`src/rtl/jtag_master_pkg.sv`:
```
// Shared definitions for the JTAG master: command encodings, FSM states and
// the TMS walks that take the target from Run-Test/Idle into Shift-IR/Shift-DR.
package jtag_master_pkg;

  typedef enum logic [1:0] {
    CMD_TAP_RESET = 2'b00,
    CMD_SHIFT_IR  = 2'b01,
    CMD_SHIFT_DR  = 2'b10,
    CMD_IDLE      = 2'b11
  } cmd_type_t;

  typedef enum logic [2:0] {
    RESET_SEQ = 3'd0,
    IDLE      = 3'd1,
    PRE       = 3'd2,
    SHIFT     = 3'd3,
    POST      = 3'd4,
    RUN       = 3'd5,
    DONE      = 3'd6
  } state_t;

  // TMS patterns, bit i is the TMS value for PRE TCK i
  localparam logic [3:0] PRE_IR_TMS = 4'b0011;
  localparam logic [5:0] PRE_IR_LEN = 6'd4;
  localparam logic [3:0] PRE_DR_TMS = 4'b0001;
  localparam logic [5:0] PRE_DR_LEN = 6'd3;

  localparam logic [5:0] RESET_TMS1_TCKS = 6'd5;
  localparam logic [5:0] RESET_TCKS      = 6'd6;

  function automatic logic [5:0] shift_len(input logic [5:0] len);
    return (len == 6'd0 || len > 6'd32) ? 6'd32 : len;
  endfunction

  function automatic logic pre_tms_bit(input cmd_type_t t, input logic [1:0] idx);
    logic [3:0] pat;
    pat = (t == CMD_SHIFT_IR) ? PRE_IR_TMS : PRE_DR_TMS;
    return pat[idx];
  endfunction

  function automatic logic [5:0] pre_len_of(input cmd_type_t t);
    return (t == CMD_SHIFT_IR) ? PRE_IR_LEN : PRE_DR_LEN;
  endfunction

endpackage

```
`src/rtl/jtag_tck_gen.sv`:
```
// TCK generator: CLK_DIV clks low then CLK_DIV clks high while enabled, idles low.
// fall_en/rise_en flag the clk edge on which TCK falls/rises.
module jtag_tck_gen #(
  parameter int unsigned CLK_DIV = 2
) (
  input  logic clk,
  input  logic rst,
  input  logic en,
  output logic tck,
  output logic fall_en,
  output logic rise_en
);
  localparam logic [7:0] DIV_LAST = 8'(CLK_DIV - 1);

  logic [7:0] div_cnt;
  logic       phase_end;

  assign phase_end = (div_cnt == DIV_LAST);
  assign rise_en   = en && !tck && phase_end;
  assign fall_en   = en && tck && phase_end;

  always_ff @(posedge clk or posedge rst) begin
    if (rst) begin
      div_cnt <= '0;
      tck     <= 1'b0;
    end else if (!en) begin
      div_cnt <= '0;
      tck     <= 1'b0;
    end else if (phase_end) begin
      div_cnt <= '0;
      tck     <= ~tck;
    end else begin
      div_cnt <= div_cnt + 8'd1;
    end
  end

endmodule

```
`src/rtl/jtag_master.sv`:
```
// JTAG master: runs TAP reset, IR/DR shift and idle-clock commands on the
// TCK/TMS/TDI/TDO pins and returns captured TDO bits for shift commands.
module jtag_master
  import jtag_master_pkg::*;
#(
  parameter int unsigned CLK_DIV = 2
) (
  input  logic        clk,
  input  logic        rst,
  input  logic        cmd_valid,
  output logic        cmd_ready,
  input  logic [1:0]  cmd_type,
  input  logic [5:0]  cmd_len,
  input  logic [31:0] cmd_data,
  output logic        rsp_valid,
  output logic [31:0] rsp_data,
  output logic        TCK,
  output logic        TMS,
  output logic        TDI,
  input  logic        TDO,
  output logic        TRST
);
  state_t      state;
  cmd_type_t   cmd_q, cmd_in;
  logic [31:0] data_q, cap_q;
  logic [5:0]  len_q, cnt, cnt_nxt, pre_len;
  logic        tck_en, fall_en, rise_en;

  assign cmd_in    = cmd_type_t'(cmd_type);
  assign cnt_nxt   = cnt + 6'd1;
  assign pre_len   = pre_len_of(cmd_q);
  assign cmd_ready = (state == IDLE);
  assign tck_en    = (state == RESET_SEQ) || (state == PRE) || (state == SHIFT) ||
                     (state == POST) || (state == RUN);

  jtag_tck_gen #(.CLK_DIV(CLK_DIV)) u_tck_gen (
    .clk     (clk),
    .rst     (rst),
    .en      (tck_en),
    .tck     (TCK),
    .fall_en (fall_en),
    .rise_en (rise_en)
  );

  // TMS/TDI for the next TCK are loaded on the edge where the current TCK falls
  always_ff @(posedge clk or posedge rst) begin
    if (rst) begin
      state     <= RESET_SEQ;
      cmd_q     <= CMD_TAP_RESET;
      data_q    <= '0;
      cap_q     <= '0;
      len_q     <= '0;
      cnt       <= '0;
      TMS       <= 1'b1;
      TDI       <= 1'b0;
      TRST      <= 1'b1;
      rsp_valid <= 1'b0;
      rsp_data  <= '0;
    end else begin
      rsp_valid <= 1'b0;
      case (state)
        IDLE: if (cmd_valid) begin
          cmd_q  <= cmd_in;
          data_q <= cmd_data;
          cap_q  <= '0;
          cnt    <= '0;
          len_q  <= (cmd_in == CMD_IDLE) ? cmd_len : shift_len(cmd_len);
          case (cmd_in)
            CMD_TAP_RESET: begin
              state <= RESET_SEQ;
              TMS   <= 1'b1;
              TRST  <= 1'b1;
            end
            CMD_SHIFT_IR, CMD_SHIFT_DR: begin
              state <= PRE;
              TMS   <= pre_tms_bit(cmd_in, 2'd0);
            end
            default: begin
              TMS <= 1'b0;
              if (cmd_len != '0) state <= RUN;
            end
          endcase
        end
        RESET_SEQ: if (fall_en) begin
          if (cnt == RESET_TMS1_TCKS - 6'd1) begin
            TMS  <= 1'b0;
            TRST <= 1'b0;
          end
          if (cnt == RESET_TCKS - 6'd1) begin
            state <= DONE;
            cnt   <= '0;
          end else begin
            cnt <= cnt_nxt;
          end
        end
        PRE: if (fall_en) begin
          if (cnt == pre_len - 6'd1) begin
            state <= SHIFT;
            cnt   <= '0;
            TMS   <= (len_q == 6'd1);
            TDI   <= data_q[0];
          end else begin
            cnt <= cnt_nxt;
            TMS <= pre_tms_bit(cmd_q, cnt_nxt[1:0]);
          end
        end
        SHIFT: begin
          if (rise_en) cap_q[cnt[4:0]] <= TDO;
          if (fall_en) begin
            if (cnt == len_q - 6'd1) begin
              state <= POST;
              cnt   <= '0;
              TMS   <= 1'b1;
              TDI   <= 1'b0;
            end else begin
              cnt <= cnt_nxt;
              TMS <= (cnt_nxt == len_q - 6'd1);
              TDI <= data_q[cnt_nxt[4:0]];
            end
          end
        end
        POST: if (fall_en) begin
          if (cnt == '0) begin
            cnt <= cnt_nxt;
            TMS <= 1'b0;
          end else begin
            state     <= DONE;
            cnt       <= '0;
            rsp_valid <= 1'b1;
            rsp_data  <= cap_q;
          end
        end
        RUN: if (fall_en) begin
          if (cnt == len_q - 6'd1) begin
            state <= DONE;
            cnt   <= '0;
          end else begin
            cnt <= cnt_nxt;
          end
        end
        DONE:    state <= IDLE;
        default: state <= IDLE;
      endcase
    end
  end

endmodule

```
`config.mk`:
```
export PLATFORM = sky130hd
export DESIGN_NAME = jtag_master
export DESIGN_NICKNAME = d
export VERILOG_FILES = /design/src/rtl/jtag_master_pkg.sv /design/src/rtl/jtag_tck_gen.sv /design/src/rtl/jtag_master.sv
export SDC_FILE = /design/constraint.sdc
export NUM_CORES = 1
export LEC_CHECK = 0
export CAP_MARGIN = 20
export CORE_UTILIZATION = 50
export CTS_CLUSTER_DIAMETER = 150
export DETAILED_ROUTE_END_ITERATION = 6
export MAX_ROUTING_LAYER = met4
export PLACE_DENSITY = 0.76
export SYNTH_ARGS = -nofsm -noshare
export SYNTH_HDL_FRONTEND = slang
export SYNTH_SLANG_ARGS = --single-unit
```
`constraint.sdc`:
```
create_clock -name clk -period 4.47 [get_ports clk]
set_input_delay 0.894 -clock clk [delete_from_list [all_inputs] [get_ports clk]]
set_output_delay 0.894 -clock clk [all_outputs]
set_load 0.05 [all_outputs]
```
**Met1 routing**

Supply wires on this layer in grey.
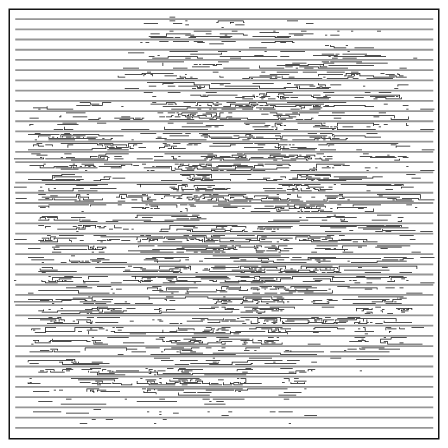
nets with wire on the layer: 682
longest straight run: 27.6 um
main direction: horizontal
wire length on this layer: 6360 um

**The clock network**

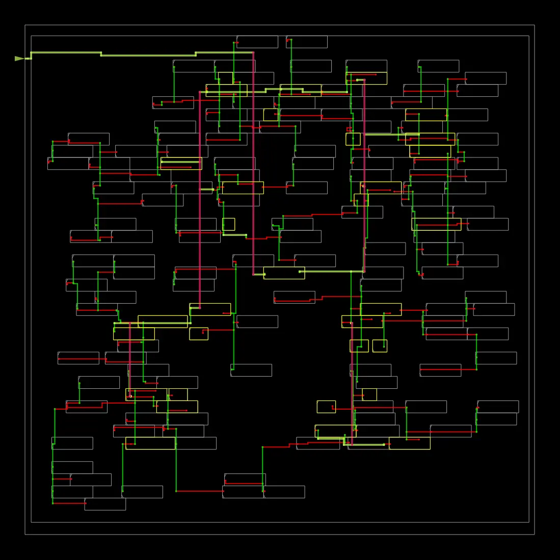
sequential cell count: 126
total of clock buffers placed in the layout: 17
power in the clock group: 1.51 mW
Latency at later pin: 0.42 ns

**Met4 routing**

Supply wires on this layer in grey.
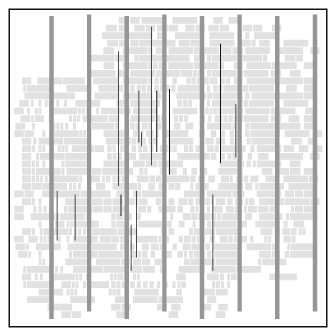
share of all routed wire: 2.3%
wire length on this layer: 344 um
longest straight run: 49.6 um
nets with wire on the layer: 11

==> impl_report.txt <==
PHYSICAL IMPLEMENTATION REPORT
----------------------------------------------------
[Status]
  Run status ........................ completed

[Die]
  Chip Width ........................ 113.9 um
  Placeable Area ........................ 12110 um2

[GRT]
  Peak-usage layer in the global routing report ........................ met2
  Routing usage on met3 ........................ 0.03932
  Met1 track utilization from global routing ........................ 0.3253
  Pin count of the biggest net entering global routing ........................ 86

[Routing]
  First DRT Iteration DRCs ........................ 460
  Top layer used by detailed routing ........................ met4
  Router iterations before antenna repair ........................ 5
  Final routed wire length divided by cell count ........................ 16.82 um
  Via count of the routed design ........................ 5029
  Met3 Routed Length ........................ 735 um
  Average vias per placed instance ........................ 5.702

[Worst hold path]
  End of the worst hold path ........................ data_q[15]

[Power and ir drop]
  Power per cell area ........................ 583.2 nW/um2
  Part of the total power dissipated in combinational logic ........................ 0.320
  Net Switching ........................ 1.655 mW

[Logic synthesis]
  Number of flops mapped to enable cells by yosys ........................ 0
  Synth top area share ........................ 0.4953
  Cells after synthesis ........................ 631
  Flip-flop and latch count after synthesis ........................ 126
  Fraction of the yosys area taken by sequential cells ........................ 0.5037
  Count of warnings emitted by yosys ........................ 0
  Top non-seq family ........................ simple AND/OR/NAND/NOR gates
  Post-synthesis cell count from yosys ........................ 631
  And+or+nand+nor area frac ........................ 0.1734
  Area contributors post-synth ........................ sky130_fd_sc_hd__dfrtp_1 50%, sky130_fd_sc_hd__nand2_1 7.2%, sky130_fd_sc_hd__o21ai_0 6.2%

[Clock network]
  Count of hold-fix buffers inserted at cts ........................ 0
  H-tree level count ........................ 4
  Buffer depth of the longest clock path ........................ 2
  TritonCTS clock tree ........................ built
  Clk slew on worst S/H paths ........................ 0.06 ns
  TritonCTS buffer count ........................ 17

[Cells and area]
  Final antenna diode count ........................ 0

[STA]
  Crit share post-route ........................ 0.7533
  Final-layout setup total negative slack ........................ 0 ns
  Transition time at the pin with the least slew margin ........................ 0.8105 ns
  Setup repair after global routing missed its margin ........................ no
  Final Setup Violations ........................ 0
  Fmax ........................ 297.0 MHz
  Final Max Slew Viols ........................ 0

[Worst setup path]
  Worst Setup Start Kind ........................ register
  Critical Path Start ........................ state[0]
  Crit path largest cell delay ........................ 0.81 ns
  Setup slack on the worst flop-to-flop path ........................ 1.29 ns
  Worst R2R End ........................ rsp_data[17]
  Total stage count of the critical path ........................ 4
  CP Max Fanout ........................ 15

[Job]
  Number of warnings in the stage logs ........................ 33

----------------------------------------------------
## final cells by class
cell class                 count  area (um2)  share of cell area
sequential                   126        3156              0.4014
inverter                      13       51.30            0.006526
clock inverter                15       225.2             0.02865
timing repair buffer          89       890.9              0.1133
multi-input combinational    454        2903              0.3692
tap                          168       210.2             0.02674
clock buffer                  17       425.4             0.05411
## power by group through the flow
stage	sequential, mW	clock [mW]	combinational [mW]
final	1.60	1.51	1.47
after global routing	1.64	1.59	1.63
after CTS	1.60	1.53	1.46
after detailed placement	1.62	0	1.45
after global placement	1.60	0	1.38
after floorplan	1.56	0	1.11
## per-stage QoR
step                power [mW]  worst slack (ns)  instance area, um2  std cells  hold WS [ns]
floorplan                2.667            0.2234                6265        631        0.4403
global placement         2.980             1.333                7183        849        0.4537
detailed placement       3.064             1.113                7183        849        0.4646
CTS                      4.597             1.090                7834        881        0.4802
global route             4.852            0.9821                7861        882        0.5068
finish                   4.585             1.103                7861        882        0.4767
## flip-flops by register name, indices dropped and copies added, names as in the netlist
register / count
TMS: 1
len_q: 6
state: 3
rsp_data: 32
u_tck_gen.div_cnt: 8
u_tck_gen.tck: 1
rsp_valid: 1
cmd_q: 2
cap_q: 32
TRST: 1
data_q: 32
cnt: 6
TDI: 1
## cell usage in the layout (no fill, tap or decap), types with 3 or more instances in the layout
| master | netlist | final |
|---|---|---|
| sky130_fd_sc_hd__dfrtp_1 | 124 | 124 |
| sky130_fd_sc_hd__nand2_1 | 121 | 121 |
| sky130_fd_sc_hd__clkdlybuf4s50_1 | 0 | 81 |
| sky130_fd_sc_hd__o21ai_0 | 78 | 78 |
| sky130_fd_sc_hd__a21oi_1 | 39 | 38 |
| sky130_fd_sc_hd__mux2_2 | 32 | 32 |
| sky130_fd_sc_hd__nor2_1 | 26 | 26 |
| sky130_fd_sc_hd__clkbuf_16 | 0 | 17 |
| sky130_fd_sc_hd__nand3_1 | 15 | 15 |
| sky130_fd_sc_hd__inv_1 | 13 | 12 |
| sky130_fd_sc_hd__xor2_1 | 12 | 12 |
| sky130_fd_sc_hd__xnor2_1 | 12 | 12 |
| sky130_fd_sc_hd__ha_1 | 12 | 12 |
| sky130_fd_sc_hd__nand2b_1 | 11 | 11 |
| sky130_fd_sc_hd__nor3_1 | 8 | 8 |
| sky130_fd_sc_hd__mux4_2 | 8 | 8 |
| sky130_fd_sc_hd__buf_4 | 0 | 7 |
| sky130_fd_sc_hd__nor3b_1 | 6 | 6 |
| sky130_fd_sc_hd__mux2i_1 | 6 | 6 |
| sky130_fd_sc_hd__nor2b_1 | 5 | 5 |
| sky130_fd_sc_hd__a31oi_1 | 5 | 5 |
| sky130_fd_sc_hd__or3_1 | 4 | 4 |
| sky130_fd_sc_hd__and3_1 | 4 | 4 |
| sky130_fd_sc_hd__nor4_1 | 4 | 4 |
| sky130_fd_sc_hd__bufinv_16 | 0 | 4 |
| sky130_fd_sc_hd__inv_8 | 0 | 4 |
| sky130_fd_sc_hd__and2_1 | 3 | 3 |
| sky130_fd_sc_hd__nand3b_1 | 3 | 3 |
| sky130_fd_sc_hd__clkinv_4 | 0 | 3 |
| sky130_fd_sc_hd__inv_6 | 0 | 3 |
Power figures rest on the tool's default switching activity, not on a simulated workload.
